### src/rtl/aes_gcm_pkg.sv
// Shared phase/state types and the GCM counter-increment helper for the
// AES-GCM issue front-end.
package aes_gcm_pkg;

    localparam int unsigned BLK_W = 128;

    typedef enum logic [2:0] {
        PH_IDLE = 3'd0,
        PH_INIT = 3'd1,
        PH_AAD  = 3'd2,
        PH_PT   = 3'd3,
        PH_LEN  = 3'd4
    } phase_e;

    typedef enum logic [2:0] {
        StIdle,
        StInit,
        StAad,
        StPt,
        StLen
    } state_e;

    // GCM inc32: only the low word counts, wrapping; the IV part is untouched.
    function automatic logic [BLK_W-1:0] fn_inc32(input logic [BLK_W-1:0] i_cb);
        return {i_cb[BLK_W-1:32], i_cb[31:0] + 32'd1};
    endfunction

endpackage

### src/rtl/aes_gcm_credit_cnt.sv
// Up/down credit counter guarding the downstream result FIFO; starts full and
// saturates at both ends.
module aes_gcm_credit_cnt #(
    parameter int unsigned CREDITS = 16
) (
    input  logic clk,
    input  logic rst_n,
    input  logic i_take,
    input  logic i_return,
    output logic o_has_credit
);

    localparam int unsigned CW = $clog2(CREDITS + 1);
    localparam logic [CW-1:0] MAX_CNT = CW'(CREDITS);

    logic [CW-1:0] r_cnt;
    logic [CW-1:0] w_cnt_d;

    always_comb begin
        w_cnt_d = r_cnt;
        if (i_take && !i_return && (r_cnt != '0)) begin
            w_cnt_d = r_cnt - CW'(1);
        end else if (i_return && !i_take && (r_cnt != MAX_CNT)) begin
            w_cnt_d = r_cnt + CW'(1);
        end
    end

    always_ff @(posedge clk or negedge rst_n) begin
        if (!rst_n) begin
            r_cnt <= MAX_CNT;
        end else begin
            r_cnt <= w_cnt_d;
        end
    end

    assign o_has_credit = (r_cnt != '0);

    // A return with nothing outstanding means the downstream lost count.
    assert property (@(posedge clk) disable iff (!rst_n)
        !(i_return && !i_take && (r_cnt == MAX_CNT)));
    assert property (@(posedge clk) disable iff (!rst_n)
        !(i_take && (r_cnt == '0)));

endmodule

### src/rtl/aes_gcm_issue_ctrl.sv
// Issue scheduler feeding stage 1 of the AES-GCM pipeline: one instance at a
// time, INIT / AAD / PT / LEN beats, credit-limited, all beat fields registered.
module aes_gcm_issue_ctrl
    import aes_gcm_pkg::*;
#(
    parameter int unsigned CREDITS = 16,
    parameter int unsigned CNT_W   = 32
) (
    input  logic               clk,
    input  logic               rst_n,
    input  logic               i_start,
    input  logic [95:0]        i_iv,
    input  logic [CNT_W-1:0]   i_aad_blocks,
    input  logic [CNT_W-1:0]   i_pt_blocks,
    input  logic [63:0]        i_aad_bits,
    input  logic [63:0]        i_pt_bits,
    input  logic [BLK_W-1:0]   i_aad_data,
    input  logic               i_aad_valid,
    output logic               o_aad_ready,
    input  logic [BLK_W-1:0]   i_pt_data,
    input  logic               i_pt_valid,
    output logic               o_pt_ready,
    input  logic               i_credit_return,
    output logic               o_valid,
    output phase_e             o_phase,
    output logic [BLK_W-1:0]   o_plain_text,
    output logic [BLK_W-1:0]   o_aad,
    output logic [BLK_W-1:0]   o_encrypted_cb,
    output logic [BLK_W-1:0]   o_encrypted_j0,
    output logic [BLK_W-1:0]   o_h,
    output logic [BLK_W-1:0]   o_instance_size,
    output logic               o_new_instance,
    output logic               o_busy,
    output logic               o_done
);

    state_e r_state, w_state_d;

    logic [BLK_W-1:0] r_j0, r_cb, r_size;
    logic [CNT_W-1:0] r_aad_left, r_pt_left;
    logic             r_valid, r_new, r_done;
    phase_e           r_phase;
    logic [BLK_W-1:0] r_aad_out, r_pt_out, r_cb_out;

    logic             w_has_credit, w_issue, w_new, w_latch;
    logic             w_aad_fire, w_pt_fire;
    phase_e           w_phase;
    logic [BLK_W-1:0] w_aad_out, w_pt_out, w_cb_d;
    logic [CNT_W-1:0] w_aad_left_d, w_pt_left_d;

    aes_gcm_credit_cnt #(
        .CREDITS (CREDITS)
    ) u_credit (
        .clk          (clk),
        .rst_n        (rst_n),
        .i_take       (w_issue),
        .i_return     (i_credit_return),
        .o_has_credit (w_has_credit)
    );

    assign o_aad_ready = (r_state == StAad) && w_has_credit;
    assign o_pt_ready  = (r_state == StPt) && w_has_credit;
    assign w_aad_fire  = i_aad_valid && o_aad_ready;
    assign w_pt_fire   = i_pt_valid && o_pt_ready;

    always_comb begin
        w_state_d    = r_state;
        w_issue      = 1'b0;
        w_new        = 1'b0;
        w_latch      = 1'b0;
        w_phase      = PH_IDLE;
        w_aad_out    = '0;
        w_pt_out     = '0;
        w_cb_d       = r_cb;
        w_aad_left_d = r_aad_left;
        w_pt_left_d  = r_pt_left;
        unique case (r_state)
            StIdle: begin
                if (i_start) begin
                    w_latch   = 1'b1;
                    w_state_d = StInit;
                end
            end
            StInit: begin
                if (w_has_credit) begin
                    w_issue = 1'b1;
                    w_new   = 1'b1;
                    w_phase = PH_INIT;
                    if (r_aad_left != '0)     w_state_d = StAad;
                    else if (r_pt_left != '0) w_state_d = StPt;
                    else                      w_state_d = StLen;
                end
            end
            StAad: begin
                if (w_aad_fire) begin
                    w_issue      = 1'b1;
                    w_phase      = PH_AAD;
                    w_aad_out    = i_aad_data;
                    w_aad_left_d = r_aad_left - CNT_W'(1);
                    if (r_aad_left == CNT_W'(1)) begin
                        w_state_d = (r_pt_left != '0) ? StPt : StLen;
                    end
                end
            end
            StPt: begin
                if (w_pt_fire) begin
                    w_issue     = 1'b1;
                    w_phase     = PH_PT;
                    w_pt_out    = i_pt_data;
                    w_cb_d      = fn_inc32(r_cb);
                    w_pt_left_d = r_pt_left - CNT_W'(1);
                    if (r_pt_left == CNT_W'(1)) w_state_d = StLen;
                end
            end
            StLen: begin
                if (w_has_credit) begin
                    w_issue   = 1'b1;
                    w_phase   = PH_LEN;
                    w_aad_out = r_size;
                    w_state_d = StIdle;
                end
            end
            default: w_state_d = StIdle;
        endcase
    end

    always_ff @(posedge clk or negedge rst_n) begin
        if (!rst_n) begin
            r_state <= StIdle;
        end else begin
            r_state <= w_state_d;
        end
    end

    always_ff @(posedge clk or negedge rst_n) begin
        if (!rst_n) begin
            r_j0       <= '0;
            r_cb       <= '0;
            r_size     <= '0;
            r_aad_left <= '0;
            r_pt_left  <= '0;
            r_valid    <= 1'b0;
            r_new      <= 1'b0;
            r_done     <= 1'b0;
            r_phase    <= PH_IDLE;
            r_aad_out  <= '0;
            r_pt_out   <= '0;
            r_cb_out   <= '0;
        end else begin
            if (w_latch) begin
                r_j0       <= {i_iv, 32'h1};
                r_cb       <= {i_iv, 32'h1};
                r_size     <= {i_aad_bits, i_pt_bits};
                r_aad_left <= i_aad_blocks;
                r_pt_left  <= i_pt_blocks;
            end else begin
                r_cb       <= w_cb_d;
                r_aad_left <= w_aad_left_d;
                r_pt_left  <= w_pt_left_d;
            end
            r_valid <= w_issue;
            r_new   <= w_issue && w_new;
            // Bubbles keep the last beat's fields so stage 1 sees stable data.
            if (w_issue) begin
                r_phase   <= w_phase;
                r_aad_out <= w_aad_out;
                r_pt_out  <= w_pt_out;
                r_cb_out  <= w_cb_d;
            end
            r_done <= r_valid && (r_phase == PH_LEN);
        end
    end

    assign o_valid         = r_valid;
    assign o_phase         = r_phase;
    assign o_plain_text    = r_pt_out;
    assign o_aad           = r_aad_out;
    assign o_encrypted_cb  = r_cb_out;
    assign o_encrypted_j0  = r_j0;
    assign o_h             = '0;
    assign o_instance_size = r_size;
    assign o_new_instance  = r_new;
    assign o_busy          = (r_state != StIdle);
    assign o_done          = r_done;

endmodule

### config.mk
export PLATFORM = sky130hd
export DESIGN_NAME = aes_gcm_issue_ctrl
export DESIGN_NICKNAME = d
export VERILOG_FILES = /design/src/rtl/aes_gcm_pkg.sv /design/src/rtl/aes_gcm_credit_cnt.sv /design/src/rtl/aes_gcm_issue_ctrl.sv
export SDC_FILE = /design/constraint.sdc
export NUM_CORES = 1
export LEC_CHECK = 0
export CAP_MARGIN = 40
export CORE_AREA = 3 3 515 517
export CTS_CLUSTER_DIAMETER = 200
export CTS_CLUSTER_SIZE = 8
export DETAILED_ROUTE_END_ITERATION = 12
export DIE_AREA = 0 0 518 520
export HOLD_SLACK_MARGIN = 0.02
export SLEW_MARGIN = 10
export SYNTH_ARGS = -nofsm -noshare
export SYNTH_HDL_FRONTEND = slang
export SYNTH_HIERARCHICAL = 1
export SYNTH_SLANG_ARGS = --single-unit
export TNS_END_PERCENT = 1
### constraint.sdc
create_clock -name clk -period 4.1 [get_ports clk]
set_clock_uncertainty 0.05 [all_clocks]
set_input_delay 0.82 -clock clk [delete_from_list [all_inputs] [get_ports clk]]
set_output_delay 0.82 -clock clk [all_outputs]
set_load 0.02 [all_outputs]
==> qor.yml <==
clock_network:
  cts_buffer_depth: 3
  root_buffer: "clkbuf_16"
  cts_tree: "built"
  postCtsSetupRepairBufs: 0
  postCtsHoldBufs: 1
  cts_max_level: 3
synth:
  mux_share_pct: 0.1064
  syn_inst: 3095
  compound_area_share_pct: 10.79
  logic_family: "simple AND/OR/NAND/NOR gates"
  yosys_warnings: 6
  edf_count: 0
  simple_gate_share_pct: 17.59
  largest_area_cell: "dfrtp_1"
  flop_cell: "dfrtp_1"
  ys_chip_area_um2: 30570
cells_and_area:
  buffer_area_share_pct: 26.16
  comb_share_pct: 20.81
  syn2layout_area_growth_pct: 58.62
  nNonClkBuffers: 1253
  nFillCells: 28840
  largest_cell_class: "registers"
global_routing:
  use_met1_pct: 13.46
  antenna_found_initial: 66
critical_path:
  r2r-end: "r_state[0]"
  cp_top_family: "buffers and inverters"
  cp.required_ns: 3.23
  endpoint_kind: "primary output"
  crit_slowest_cell: "clkdlybuf4s50_1"
  arrival_ns: 2.87
power:
  power.group.top: "combinational cells"
  ir_drop_uv: 518.4
  p_sw_mw: 17.34
  p_seq_share_pct: 32.3
drt:
  wl_met2_mm: 81.44
  drc_errors: 0
  wl_per_cell_um: 22.21
  via_count: 27000
  met3WireLength_mm: 19.27
place:
  gp_congestion: 0.9539
  portBuffers: 1167
die:
  initCoreUtil_pct: 11.69
outcome:
  status: "finished clean"
sta:
  finalHoldViolCount: 0
min_path:
  hold_path.class: "reg -> reg"
job:
  drv_cap: 0
==> images/registers.png <==
The bar under the picture is 200 µm long. Other sequential cells in the stronger grey, the rest of the logic in the fainter grey.
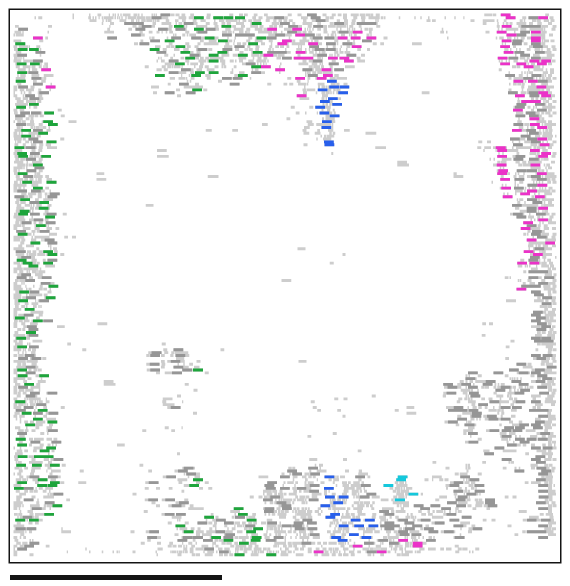
legend:
  u_credit/r_cnt:
    colour: cyan
    sequential_cells: 5
  o_aad:
    colour: green
    sequential_cells: 128
  r_pt_left:
    colour: blue
    sequential_cells: 32
    where: a column down the middle
  o_encrypted_j0:
    colour: magenta
    sequential_cells: 97
fin util: 18.54%
register area: 17990 µm²
sequential power: 12.8 mW

==> images/cell_classes.png <==
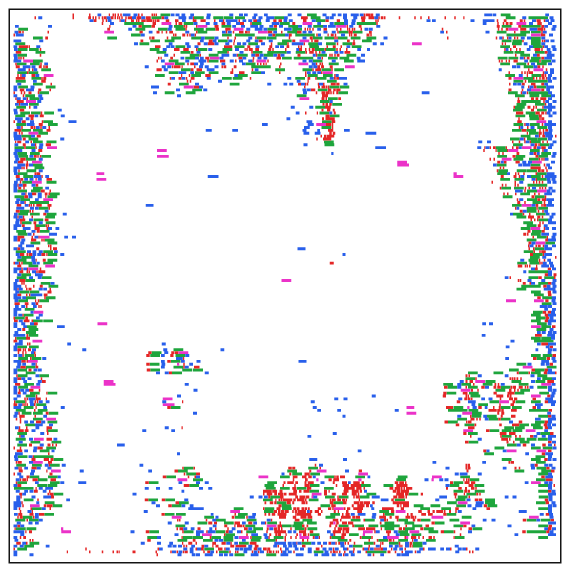
legend:
  flops:
    colour: green
    cells: 719
    share_of_their_area: 41%
  other buffers and delay cells:
    colour: blue
    cells: 1253
    share_of_their_area: 29%
  clock drivers and dummy loads:
    colour: magenta
    cells: 120
    share_of_their_area: 6.2%
  all other logic:
    colour: red
    cells: 2103
    share_of_their_area: 24%
design area: 48490 µm²
core area: 261600 µm²
Seq area share: 37.10%
row count: 188

==> images/final_clocks.png <==
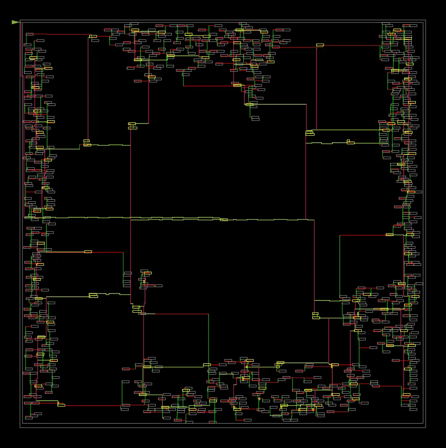
sequential cell count: 719
CTS Sinks: 719
Skew-Pair Late Insertion Delay: 0.73 ns
clk pwr: 7.75 mW

==> images/clock_map.png <==
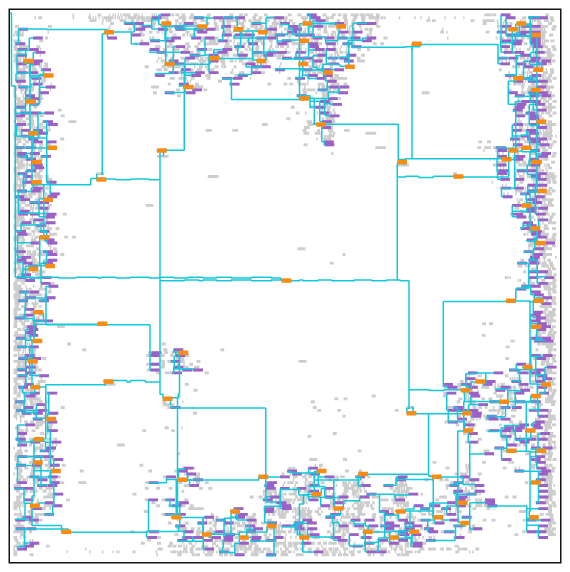
legend:
  cells driving clock nets:
    colour: orange
    count: 100
  clock wires:
    colour: cyan
    length: 13400 µm
  flip-flops:
    colour: purple
    count: 719
flops lie: widely spread
routed clock nets: 101
clock share of power: 19.6%

Power is estimated from default activity; no workload was simulated.
